<file path="config.mk">
export PLATFORM = sky130hd
export DESIGN_NAME = fifo_wr_ctrl
export DESIGN_NICKNAME = d
export VERILOG_FILES = /design/src/rtl/fifo_pkg.sv /design/src/rtl/ptr_sync.sv /design/src/rtl/fifo_wr_ctrl.sv
export SDC_FILE = /design/constraint.sdc
export NUM_CORES = 1
export LEC_CHECK = 0
export CELL_PAD_IN_SITES_DETAIL_PLACEMENT = 1
export CELL_PAD_IN_SITES_GLOBAL_PLACEMENT = 1
export CORE_MARGIN = 5
export CORE_UTILIZATION = 39
export CTS_CLUSTER_SIZE = 12
export DETAILED_ROUTE_END_ITERATION = 8
export PLACE_DENSITY_LB_ADDON = 0.12
export SLEW_MARGIN = 20
export SYNTH_ARGS = -nofsm -noshare
export SYNTH_HDL_FRONTEND = slang
export SYNTH_SLANG_ARGS = --single-unit
</file>
<file path="constraint.sdc">
create_clock -name w_clk -period 7.7 [get_ports w_clk]
set_input_delay 0.77 -clock w_clk [delete_from_list [all_inputs] [get_ports w_clk]]
set_output_delay 0.77 -clock w_clk [all_outputs]
set_load 0.02 [all_outputs]
</file>
<file path="src/rtl/fifo_pkg.sv">
// Shared helpers for the dual-clock FIFO controllers: Gray conversion and depth.
package fifo_pkg;

    localparam int MAX_W = 32;

    function automatic int unsigned depth_of(input int unsigned addr_w);
        return 32'd1 << addr_w;
    endfunction

    // Callers zero-extend into MAX_W and truncate the result back to their width.
    function automatic logic [MAX_W-1:0] bin2gray(input logic [MAX_W-1:0] b);
        return b ^ (b >> 1);
    endfunction

    function automatic logic [MAX_W-1:0] gray2bin(input logic [MAX_W-1:0] g);
        logic [MAX_W-1:0] b;
        b[MAX_W-1] = g[MAX_W-1];
        for (int i = MAX_W - 2; i >= 0; i--) begin
            b[i] = b[i+1] ^ g[i];
        end
        return b;
    endfunction

endpackage

</file>
<file path="src/rtl/ptr_sync.sv">
// Reset-clearable multi-flop synchroniser for a Gray-coded pointer bus.
module ptr_sync #(
    parameter int W      = 4,
    parameter int STAGES = 2
) (
    input  logic         clk,
    input  logic         rst_n,
    input  logic [W-1:0] d,
    output logic [W-1:0] q
);

    logic [STAGES-1:0][W-1:0] sync_q;

    always_ff @(posedge clk or negedge rst_n) begin
        if (!rst_n) begin
            sync_q <= '0;
        end else begin
            sync_q[0] <= d;
            for (int i = 1; i < STAGES; i++) begin
                sync_q[i] <= sync_q[i-1];
            end
        end
    end

    assign q = sync_q[STAGES-1];

endmodule

</file>
<file path="src/rtl/fifo_wr_ctrl.sv">
// Write-domain controller of a dual-clock FIFO: pointers, full/almost_full,
// pessimistic fill level and sticky overflow.
module fifo_wr_ctrl
    import fifo_pkg::*;
#(
    parameter int ADDR_W      = 3,
    parameter int SYNC_STAGES = 2
) (
    input  logic              w_clk,
    input  logic              wrst_n,
    input  logic              w_en,
    input  logic [ADDR_W:0]   g_rptr_async,
    input  logic [ADDR_W:0]   afull_thresh,
    input  logic              clr_ovf,
    output logic [ADDR_W-1:0] w_addr,
    output logic              w_push,
    output logic [ADDR_W:0]   g_wptr,
    output logic              full,
    output logic              almost_full,
    output logic [ADDR_W:0]   w_level,
    output logic              overflow
);

    localparam int PW = ADDR_W + 1;

    logic [PW-1:0] b_wptr, b_next, g_next;
    logic [PW-1:0] rq_sync, rb, lvl_next;
    logic          full_next;

    ptr_sync #(.W(PW), .STAGES(SYNC_STAGES)) u_rptr_sync (
        .clk   (w_clk),
        .rst_n (wrst_n),
        .d     (g_rptr_async),
        .q     (rq_sync)
    );

    // Held reset also blocks RAM writes, so nothing lands while the pointers are cleared.
    assign w_push = w_en & ~full & wrst_n;
    assign w_addr = b_wptr[ADDR_W-1:0];

    assign b_next    = b_wptr + PW'(w_push);
    assign g_next    = PW'(bin2gray(MAX_W'(b_next)));
    assign rb        = PW'(gray2bin(MAX_W'(rq_sync)));
    assign lvl_next  = b_next - rb;
    // Full when the write pointer is exactly one lap ahead of the synchronised read pointer.
    assign full_next = (g_next == {~rq_sync[ADDR_W:ADDR_W-1], rq_sync[ADDR_W-2:0]});

    always_ff @(posedge w_clk or negedge wrst_n) begin
        if (!wrst_n) begin
            b_wptr      <= '0;
            g_wptr      <= '0;
            full        <= 1'b0;
            almost_full <= 1'b0;
            w_level     <= '0;
            overflow    <= 1'b0;
        end else begin
            b_wptr      <= b_next;
            g_wptr      <= g_next;
            full        <= full_next;
            w_level     <= lvl_next;
            almost_full <= (lvl_next >= afull_thresh);
            overflow    <= (w_en & full) | (overflow & ~clr_ovf);
        end
    end

endmodule

</file>
==> notes.md, run 1 <==
The following summarizes the physical implementation.

Run status
The run finished with clean final reports.

Power and ir drop
Combinational logic burns between 50% and 60% of the power. After layout, the design draws a total of between 500 and 600 uW. The power consumed by combinational cells is approximately 300 uW. In this run the power spent charging and discharging nets is between 200 and 250 uW. The share of total power dissipated in sequential elements is between 30 and 40%. Of the total power, the clock network draws ~15%. The flow reports power dissipated in sequential cells as between 150 and 200 uW.

The flow reports power dissipated in the clock network as approximately 86 uW. The worst VDD IR drop from the latest analysis is between 0.2 and 0.25 mV. The biggest power consumer among the groups is combinational cells.

Final timing
Setup repair after global routing left no endpoint under its margin. The final max-slew violation count recorded for this run is 0. Hold timing on the final database bottoms out at a slack of 0.3604 ns. At the pin with the least slew margin, the transition time is 0.4871 ns. The final hold violation count recorded for this run is 0. The post-route fraction of the period consumed by the critical path is approximately two fifths. For the finished layout, the period the worst path requires is roughly 3.1 ns. The number of failing setup endpoints in the final timing report is 0. Based on the critical path, the design can be clocked at up to 319.9 MHz. The worst relative slew slack is between 60% and 70%.

Global routing
Global routing used 10.39% of the available tracks across all layers. The most used routing layer in global routing is met2. The first global-routing pass estimated 2.677 mm of wire. In the global route stage, met1 resource usage came out at 10.99%. The via count of the first global-routing pass was ~620. Entering global routing, the biggest net connects 24 pins.

For this run, global-route usage on met3 was measured as between 5 and 6%.

Detailed routing
The routed layout has between 500 and 600 vias. In the final routing, the length of wire on met1 measures 632 um. Summed over all layers, the routed wires come to about 1.6 mm.

After detailed routing, the number of vias per cell comes to approximately 4.6. The wire length per cell after detailed routing is roughly 13 um. The met3 wire length is approximately 140 um. In the detailed route, the total length drawn on met2 is 825 um. The count of nets left with antenna violations once routing finished came out at 0.

Clocking
TritonCTS built the clock tree. The post-cts sizing count is 0. The post-CTS setup repair buffer count is 0.

The maximum clock path buffer count is 2. For this design, the sink count on the clock tree is 22. The later pin in the worst-skew pair is clocked with a latency of around 0.30 ns. The cell chosen for the clock root is sky130_fd_sc_hd__clkbuf_4. The number of clock buffers added by TritonCTS is 3.

Yosys
The number of flops mapped to enable cells by yosys is 0. In this run the biggest area consumer among cell types represents 58.82% of the synthesized area. For this run, the leading register cell type out of synthesis is sky130_fd_sc_hd__dfrtp_1. The cell type with the largest total area after synthesis is sky130_fd_sc_hd__dfrtp_1.

The post-synthesis net count is 92. Yosys mapped the design onto 16 distinct sky130hd cell types. Per Yosys stat, the portion of area used by sequential elements is 58.82%. After synthesis, the chip area reported by Yosys is slightly above 900 um2.

Sorting the synthesis cell report by count puts at the top sky130_fd_sc_hd__dfrtp_1. Warnings reported by Yosys during synthesis add up to 0. The post-synthesis cell count is about 70. Yosys reported a register bit count of 22. Per the Yosys statistics, synthesis produced approximately 70 cells.

Hold path
The worst min-delay path category is flip-flop to flip-flop.

Layout
The final layout contains 123 nets. The library cells used most frequently in the layout, excluding fill and tap cells, are sky130_fd_sc_hd__clkdlybuf4s50_1, sky130_fd_sc_hd__dfrtp_1, sky130_fd_sc_hd__xor2_1, sky130_fd_sc_hd__ha_1, sky130_fd_sc_hd__inv_1. The repair_antennas step left the layout with diodes totalling 0. The flow measured a signed area growth from synthesis to layout of 36.63%.

Floorplan
The fraction of the core area occupied by cells at floorplan is about two fifths. The floorplan has 17 rows. The floorplan die height is about 59 um. The I/O pin count is 27. The floorplan die width is 58.99 um.

Flow run
Per the run summary, max-cap violations total 0. In this run the tools logged warnings totalling 26.

Placed design
The placement summary gives the final routability congestion estimate as approximately 0.7. The wire-length estimate of the detail-placed layout is between 1 and 1.5 mm. After detailed placement, the total cell area comes to between 1000 and 1500 um2.

Per the placement log, port buffering inserted 26 buffers.

Setup path
The category of the critical setup timing path is primary input to flip-flop. The critical path goes through clkdlybuf4s50_1 -> nand2_1 -> nor2_1 -> ha_1 -> inv_1 -> ha_1 -> inv_1 -> fa_1 -> ha_1 -> a21o_1 -> a21o_1 -> a21o_1. Along the critical path, the tally of buffer and inverter instances is 3. Looking at the critical path, the highest net fanout was 4. For the worst setup path, the data arrival time is approximately 3.3 ns.
## run 1: through the flow
stage | util (%) | worst slack, ns | std cells
final | 56.71 | 4.574 | 128
after global routing | 56.71 | 4.365 | 128
after detailed placement | 54.61 | 3.444 | 124
after CTS | 56.94 | 3.781 | 128
after global placement | 54.61 | 3.479 | 124
after floorplan | - | 4.615 | 70
## run 1: logic make-up (layout without fill, tap and decap cells)
family | Yosys count | after routing | share of synthesized area (%)
buf+inv | 8 | 38 | 3.209
compound gates | 7 | 7 | 5.080
xor+xnor | 14 | 14 | 13.90
flops | 22 | 22 | 58.82
simple gates | 9 | 9 | 4.812
fa+ha+maj | 10 | 10 | 14.17
## run 1: registers in the layout (all words and copies together), names as in the netlist
signal,count
overflow,1
g_wptr,3
u_rptr_sync.q,4
u_rptr_sync.sync_q,4
full,1
b_wptr,4
w_level,4
almost_full,1
## run 1: cell type report
type / instances / area, um2
Tap cell: 28 / 35.03
Fill cell: 233 / 975.9
Clock buffer: 3 / 22.52
Sequential cell: 22 / 550.5
Inverter: 8 / 30.03
Clock inverter: 1 / 30.03
Multi-Input combinational cell: 40 / 355.3
Timing Repair Buffer: 26 / 255.2
## run 1: path summary, 6_finish.rpt
path	from	endpoint	slack [ns]	cells past startpoint
worst max-delay path	w_en	almost_full	4.57	12
worst min-delay path	u_rptr_sync.sync_q[0]	u_rptr_sync.q[0]	0.36	0
worst max register to register	u_rptr_sync.q[3]	almost_full	4.87	10
worst min register to register	u_rptr_sync.sync_q[0]	u_rptr_sync.q[0]	0.36	0
max in group asynchronous	wrst_n	full	6.96	1
min in group asynchronous	wrst_n	w_level[2]	0.41	1
**Run 1: M3 wires**

Drawn at 4 px/um. Cells faint in the background.
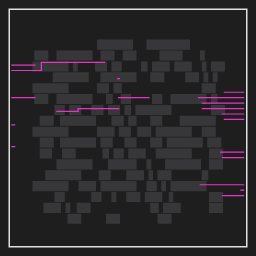
wire length on this layer = 137 um
nets with wire on the layer = 17
main direction = horizontal
longest straight run = 15.9 um
share of all routed wire = 8.5%

**Run 1: sequential cells colored by netlist name**

Drawn at 6 px/um. Other sequential cells in the stronger gray, the rest of the logic in the fainter gray.
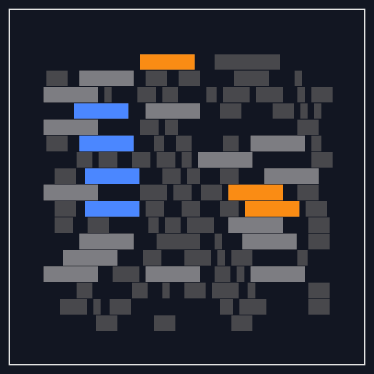
blue -> u_rptr_sync.q  # flops 4, where left middle
orange -> g_wptr  # flops 3
not colored = 15

**Run 1: cell classes on the final placement**

Drawn at 8 px/um.
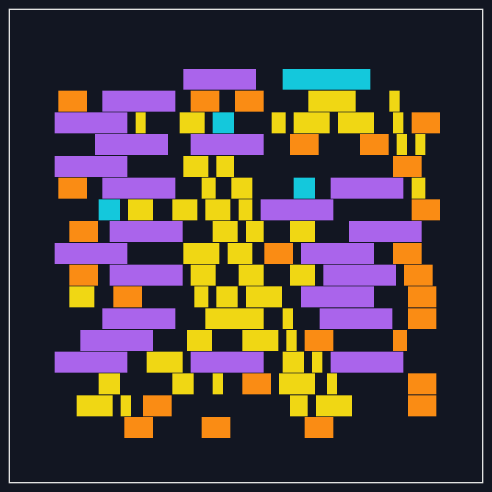
orange -> other buffers and delay cells  # cells 26, share of their area 21%
yellow -> all other logic  # cells 48, share of their area 31%
purple -> flip-flops  # cells 22, share of their area 44%
cyan -> clock drivers and dummy loads  # cells 4, share of their area 4.2%

--- run 2 (diff from run 1) ---
Settings changed: CORE_UTILIZATION 39 to 36.
Clock period 7.7 ns to 2.9 ns, I/O delays scaled along.
==> notes.md, run 2 <==
The following summarizes the physical implementation.

Layout
For this run, the share of the core covered by cells in the final layout is a little over half. The finished layout holds between 100 and 150 standard cells, fillers aside. Ranking logic cells in the layout by count gives the top entries sky130_fd_sc_hd__clkdlybuf4s50_1, sky130_fd_sc_hd__dfrtp_1, sky130_fd_sc_hd__xor2_1, sky130_fd_sc_hd__ha_1, sky130_fd_sc_hd__inv_1. The number of nets at the end of the flow is 129. Relative to the synthesized area, the layout overhead comes to 39.04%. The antenna cell count is 0.

Final timing
Setup repair after global routing left no endpoint under its margin. Static timing analysis puts the maximum clock frequency at 367.1 MHz. The slew of the pin with the lowest slew margin is 0.2751 ns.

Counting pins that exceed their max-slew limit in the final report gives 0. The clock period could shrink to between 2 and 3 ns. The last timing report of the flow puts the setup violation total at 0. The worst path setup slack after routing is 0.1757 ns. Hold is met by 0.3603 ns.

The post-route fraction of the period consumed by the critical path is 93.94%.

Placed design
The number of buffer cells added on primary ports is 26. The cell count after placement is 132. The instance area after placement is around 1300 um2. Once detailed placement completed, the half-perimeter wirelength came to 1.498 mm. The final weighted congestion of routability-driven global placement is around 0.76. The worst slack at placement is -0.04424 ns.

Detailed routing
Detailed routing inserted a total of just over 600 vias. After detailed routing, the average wire length per cell comes to roughly 13 um. Using the TritonRoute via totals, the vias-per-cell ratio works out to 4.556.

After detailed routing, the met3 layer carries approximately 110 um of wire. Nets still carrying antenna violations after routing amount to 0. The sum of met2 wire segment lengths after detailed routing is 966 um.

Power and ir drop
The biggest power consumer among the groups is combinational cells. IR analysis of the VDD net gives a maximum drop of approximately 0.55 mV. The sequential fraction of design power is between 30% and 40%. Looking at the power breakdown, the clock network takes between 9 and 10% of the total. The sequential group power is between 400 and 500 uW. The power consumed by combinational cells is 882 uW.

Combinational cells account for 59.4% of the total power. The switching power summed over all nets is 576.6 uW. The clock group power is 136 uW.

Setup path
The endpoint of the most critical register-to-register path is almost_full. Listed in order, past its start point the critical path passes xnor2_1 -> xor2_1 -> xnor2_1 -> ha_1 -> inv_1 -> fa_1 -> ha_1 -> a21o_1 -> a21o_1 -> a21o_1. The beginning of the critical path is u_rptr_sync.q[3]. The worst register-to-register path has a depth of 10. The startpoint identified for the worst register-to-register timing path is u_rptr_sync.q[3]. For reference, the critical path is captured by almost_full.

For flop-to-flop paths, the worst setup slack is between 0.15 and 0.2 ns. The arrival time at the worst endpoint is between 2 and 3 ns. The buffer-and-inverter tally for the worst setup path is 1. The worst setup path is of the flip-flop to flip-flop kind.

Global routing
The met1 capacity usage during global routing is approximately 14%. The maximum number of pins on one net before global-route repair is 23. The global router reports that the layer with the highest usage is met2.

The global-route usage over all layers is between 10% and 20%. The via count of the first global-routing pass is 653. The first global-routing pass estimated slightly above 3 mm of wire.

Clocking
In this run, post-CTS repair resized a total of 0 instances. The latest clock arrival within the worst-skew pair is 0.30 ns. The tree is rooted in a sky130_fd_sc_hd__clkbuf_4. Once the clock tree was built, the setup fixing pass inserted 0 buffers. The number of buffers inserted during clock tree synthesis is 3.

Floorplan
In this run the vertical extent of the chip is about 61 um. The floorplan die width is approximately 60 um. Row generation in the floorplan step produced 18 rows. The I/O pin count is 27.

Yosys
The prevailing post-synth register cell is sky130_fd_sc_hd__dfrtp_1. The area figure in the yosys stat output is about 940 um2. The synthesis-stage register bit count is 22. The post-synthesis net count is about 92. Looking at the gate-level netlist, the highest instance count belongs to sky130_fd_sc_hd__dfrtp_1. In this run, synthesis inferred 0 flip-flops with an integrated enable.

The number of standard cells reported by yosys is approximately 70. The netlist uses 16 different library cells. Of all cell types, the one taking the most synthesized area is sky130_fd_sc_hd__dfrtp_1.

Yosys printed 0 warnings. The sequential area share after synthesis is around three fifths.

Flow run
The total number of warnings across the stage logs is 26.

Hold path
The most critical min-delay path falls under primary input to async pin.

Run status
The run finished with clean final reports.
run 2: worst min-delay path by stage:
| stage | start | to | cells after the start |
|---|---|---|---|
| 3_3_place_gp | u_rptr_sync.sync_q[0] | u_rptr_sync.q[0] | 0 |
| 3_5_place_dp | u_rptr_sync.sync_q[0] | u_rptr_sync.q[0] | 0 |
| 6_report | wrst_n | g_wptr[0] | 2 |
| 5_1_grt | u_rptr_sync.sync_q[0] | u_rptr_sync.q[0] | 0 |
| 2_1_floorplan | wrst_n | almost_full | 0 |
| 4_1_cts | u_rptr_sync.sync_q[0] | u_rptr_sync.q[0] | 0 |
run 2: cell families after synthesis:
logic type               Yosys count  share of synthesized area (%)
adder cells (fa/ha/maj)           10                          14.17
AND-OR/OR-AND                      7                          5.080
AND/OR/NAND/NOR                    9                          4.812
XOR/XNOR                          14                          13.90
flip-flops                        22                          58.82
buffers and inverters              8                          3.209
run 2: worst register-to-register path, stage by stage, from the launching register on:
cell and delay [ns]:
sky130_fd_sc_hd__dfrtp_1 0.44, sky130_fd_sc_hd__xnor2_1 0.26, sky130_fd_sc_hd__xor2_1 0.25, sky130_fd_sc_hd__xnor2_1 0.15, sky130_fd_sc_hd__ha_1 0.16, sky130_fd_sc_hd__inv_1 0.06
sky130_fd_sc_hd__fa_1 0.49, sky130_fd_sc_hd__ha_1 0.30, sky130_fd_sc_hd__a21o_1 0.17, sky130_fd_sc_hd__a21o_1 0.17, sky130_fd_sc_hd__a21o_1 0.17
run 2: cell type report:
class / count / area, um2
Fill cell: 275 / 1176
Sequential cell: 22 / 550.5
Multi-Input combinational cell: 40 / 355.3
Timing Repair Buffer: 32 / 305.3
Tap cell: 30 / 37.54
Inverter: 8 / 30.03
Clock buffer: 3 / 22.52
**Run 2: placement view**

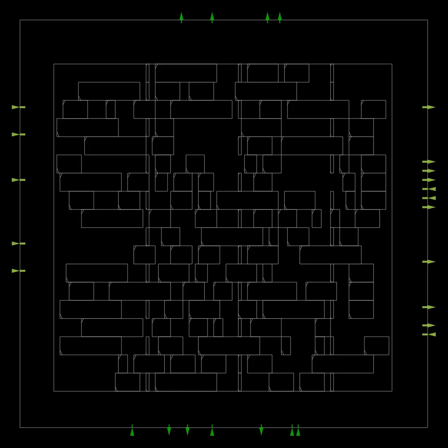
FILL cells: 275
flop share of the area: 42.31%

**Run 2: M3 wires**

Drawn at 4 px/um. Cells faint in the background.
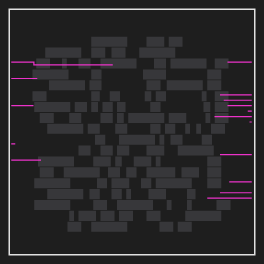
nets with wire on the layer = 16
wire length on this layer = 112 um

--- run 3 (diff from run 2) ---
Settings changed: CTS_CLUSTER_SIZE 12 to not set, GPL_TIMING_DRIVEN set to 0, PLACE_DENSITY set to 0.89, PLACE_DENSITY_LB_ADDON 0.12 to not set.
==> notes.md, run 3 <==
The following summarizes the physical implementation.

Yosys
After synthesis the netlist holds a flip-flop and latch count of 22. The synthesized design devotes to its leading area cell type between 50% and 60% of total area. According to the Yosys statistics, the synthesized design has a chip area of 935.9 um2.

Per the post-synthesis report, the nets total around 90. Looking at the cell usage after synthesis, the top flip-flop cell is sky130_fd_sc_hd__dfrtp_1. Yosys mapped a number of flops with a built-in enable equal to 0. The synth_stat.txt file lists the number of cells as 70.

The leading cell type by number of instances after synthesis is sky130_fd_sc_hd__dfrtp_1. The gate-level netlist out of Yosys references 16 unique cell types.

Flow run
The total number of warnings across the stage logs is 26.

Setup path
Per the timing report, the biggest fanout along the worst path comes to 6. The slack of the worst reg-to-reg path is between 0.15 and 0.2 ns. The cell depth of the worst flop-to-flop path is 10. STA lists the endpoint of the worst register-to-register path as almost_full. Walking the worst path, the cells encountered are clkdlybuf4s50_1 -> nand2_1 -> nor2_1 -> ha_1 -> ha_1 -> xor2_2 -> ha_1 -> xor2_1 -> ha_1 -> a21o_1 -> a21o_1.

Per the post-run analysis, buffers plus inverters along the critical path come to 1.

Floorplan
Measured along the x axis, the die boundary spans between 60 and 70 um. The I/O pin count is 27. The vertical die dimension reported for this design is a little over 60 um.

For reference, the placement row count at floorplan is 18. The fraction of the core area occupied by cells at floorplan is between 30% and 40%.

Final timing
Endpoints with negative setup slack in the final report add up to 0. The minimum period implied by the final worst setup slack is approximately 2.8 ns. The post-route fraction of the period consumed by the critical path is a little over nine tenths. The final max-slew violation count recorded for this run is 0. The worst-case max-slew headroom was logged as slightly below 70%. Setup repair after global routing left no endpoint under its margin. The peak clock frequency supported by timing is approximately 360 MHz. The pin closest to its max-slew limit shows a slew of between 0.4 and 0.5 ns.

Clocking
The post-CTS setup repair buffer count is 0. Post-CTS repair ended up resizing 6 cells. CTS placed an instance of sky130_fd_sc_hd__clkbuf_4 at the clock tree root. The clock tree from TritonCTS is built.

The number of buffers inserted during clock tree synthesis is 3. In this run the deepest clock path goes through 2 buffers. The latest clock arrival within the worst-skew pair is around 0.31 ns.

Global routing
Summed over all routing layers, the global router reports a total usage of around 12%. The maximum number of pins on one net before global-route repair is 23.

Detailed routing
For this run, the detailed router reports a per-instance via density of around 4.6. The wire length per cell after detailed routing is approximately 14 um.

Placed design
The cell count after placement is about 130. Once detailed placement completed, the half-perimeter wirelength came to around 1.4 mm. The final weighted congestion of routability-driven global placement is between 0.7 and 0.8.

Power and ir drop
The worst voltage drop across the vdd grid is roughly 0.64 mV.

Layout
For this run, the share of the core covered by cells in the final layout is approximately 52%. The final cell count without fillers is between 100 and 150. Per the cell usage report, the commonest logic cells after layout are sky130_fd_sc_hd__clkdlybuf4s50_1, sky130_fd_sc_hd__dfrtp_1, sky130_fd_sc_hd__ha_1. The antenna cell count is 0. The number of nets at the end of the flow is about 130.

Run status
The run finished with clean final reports.
-- run 3: worst max path at each step --
stage	from	to	cells after the start
floorplan	full	almost_full	10
global placement	wrst_n	almost_full	11
detailed placement	wrst_n	almost_full	11
CTS	u_rptr_sync.q[3]	almost_full	10
global route	w_en	almost_full	11
finish	w_en	almost_full	11
-- run 3: kinds of logic (layout without fill, tap and decap cells) --
family | after synthesis | in the layout | share of synthesized area [%]
flops | 22 | 22 | 58.82
compound gates | 7 | 7 | 5.080
xor+xnor | 14 | 14 | 13.90
buf+inv | 8 | 41 | 3.209
fa+ha+maj | 10 | 10 | 14.17
simple gates | 9 | 9 | 4.812
-- run 3: per-layer routing --
layer  vias to the layer above  global-route usage (%)  wire, um
met4                         0                   6.192        50
li1                        288                       -         -
met1                       295                   14.69       736
met2                        25                   20.46       933
met5                         -                       0         0
met3                         7                   4.043       144
-- run 3: cell type report --
class | count | area (um2)
Fill cell | 267 | 1177
Timing Repair Buffer | 29 | 275.3
Clock buffer | 4 | 36.28
Inverter | 8 | 30.03
Sequential cell | 22 | 550.5
Multi-Input combinational cell | 40 | 370.4
Tap cell | 30 | 37.54
-- run 3: metrics by stage --
stage	power, mW	setup TNS, ns	cell area [um2]	hold slack (ns)	setup slack, ns
2_1_floorplan	0.9830	0	935.9	-0.005591	0.1282
3_3_place_gp	1.264	-1.595	1234	0.3313	-0.7841
3_5_place_dp	1.318	-2.575	1234	0.3358	-1.001
4_1_cts	1.501	0	1282	0.3643	0.04123
5_1_grt	1.615	0	1300	0.08106	0.01340
6_report	1.475	0	1300	0.05200	0.1474
-- run 3: report_power, final --
part	internal, mW	switching, mW
logic	0.406	0.436
registers	0.417	0.0482
clock network	0.0767	0.0911
total	0.900	0.576
**Run 3: cell classes on the final placement**

Drawn at 8 px/um.
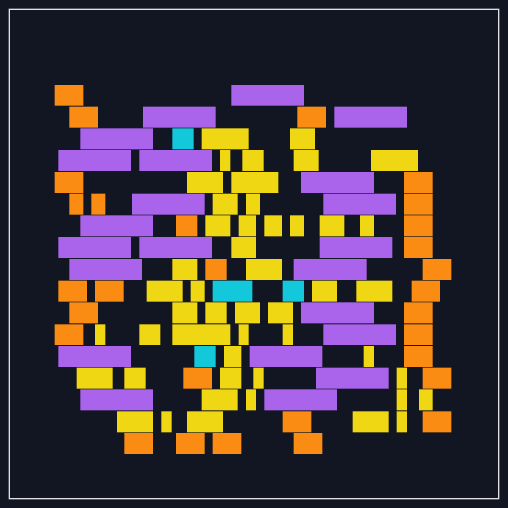
orange -> other buffers and delay cells  # cells 29, share of their area 22%
purple -> flip-flops  # cells 22, share of their area 44%
yellow -> all other logic  # cells 48, share of their area 32%
cyan -> clock drivers and dummy loads  # cells 4, share of their area 2.9%

**Run 3: drive-strength map**

Drawn at 6 px/um.
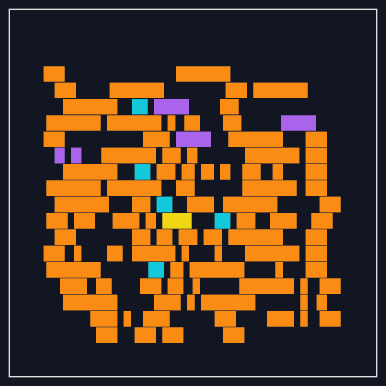
cyan -> drive 3 to 4  # cells 5, share 4.9%, most used clkbuf_4
yellow -> drive 6 and up  # cells 1, share 0.97%, most used clkbuf_8
purple -> drive 2  # cells 5, share 4.9%
orange -> drive 1 or less  # cells 92, share 89%, most used clkdlybuf4s50_1

No activity file was given, so power comes from the tool's default toggle rates.
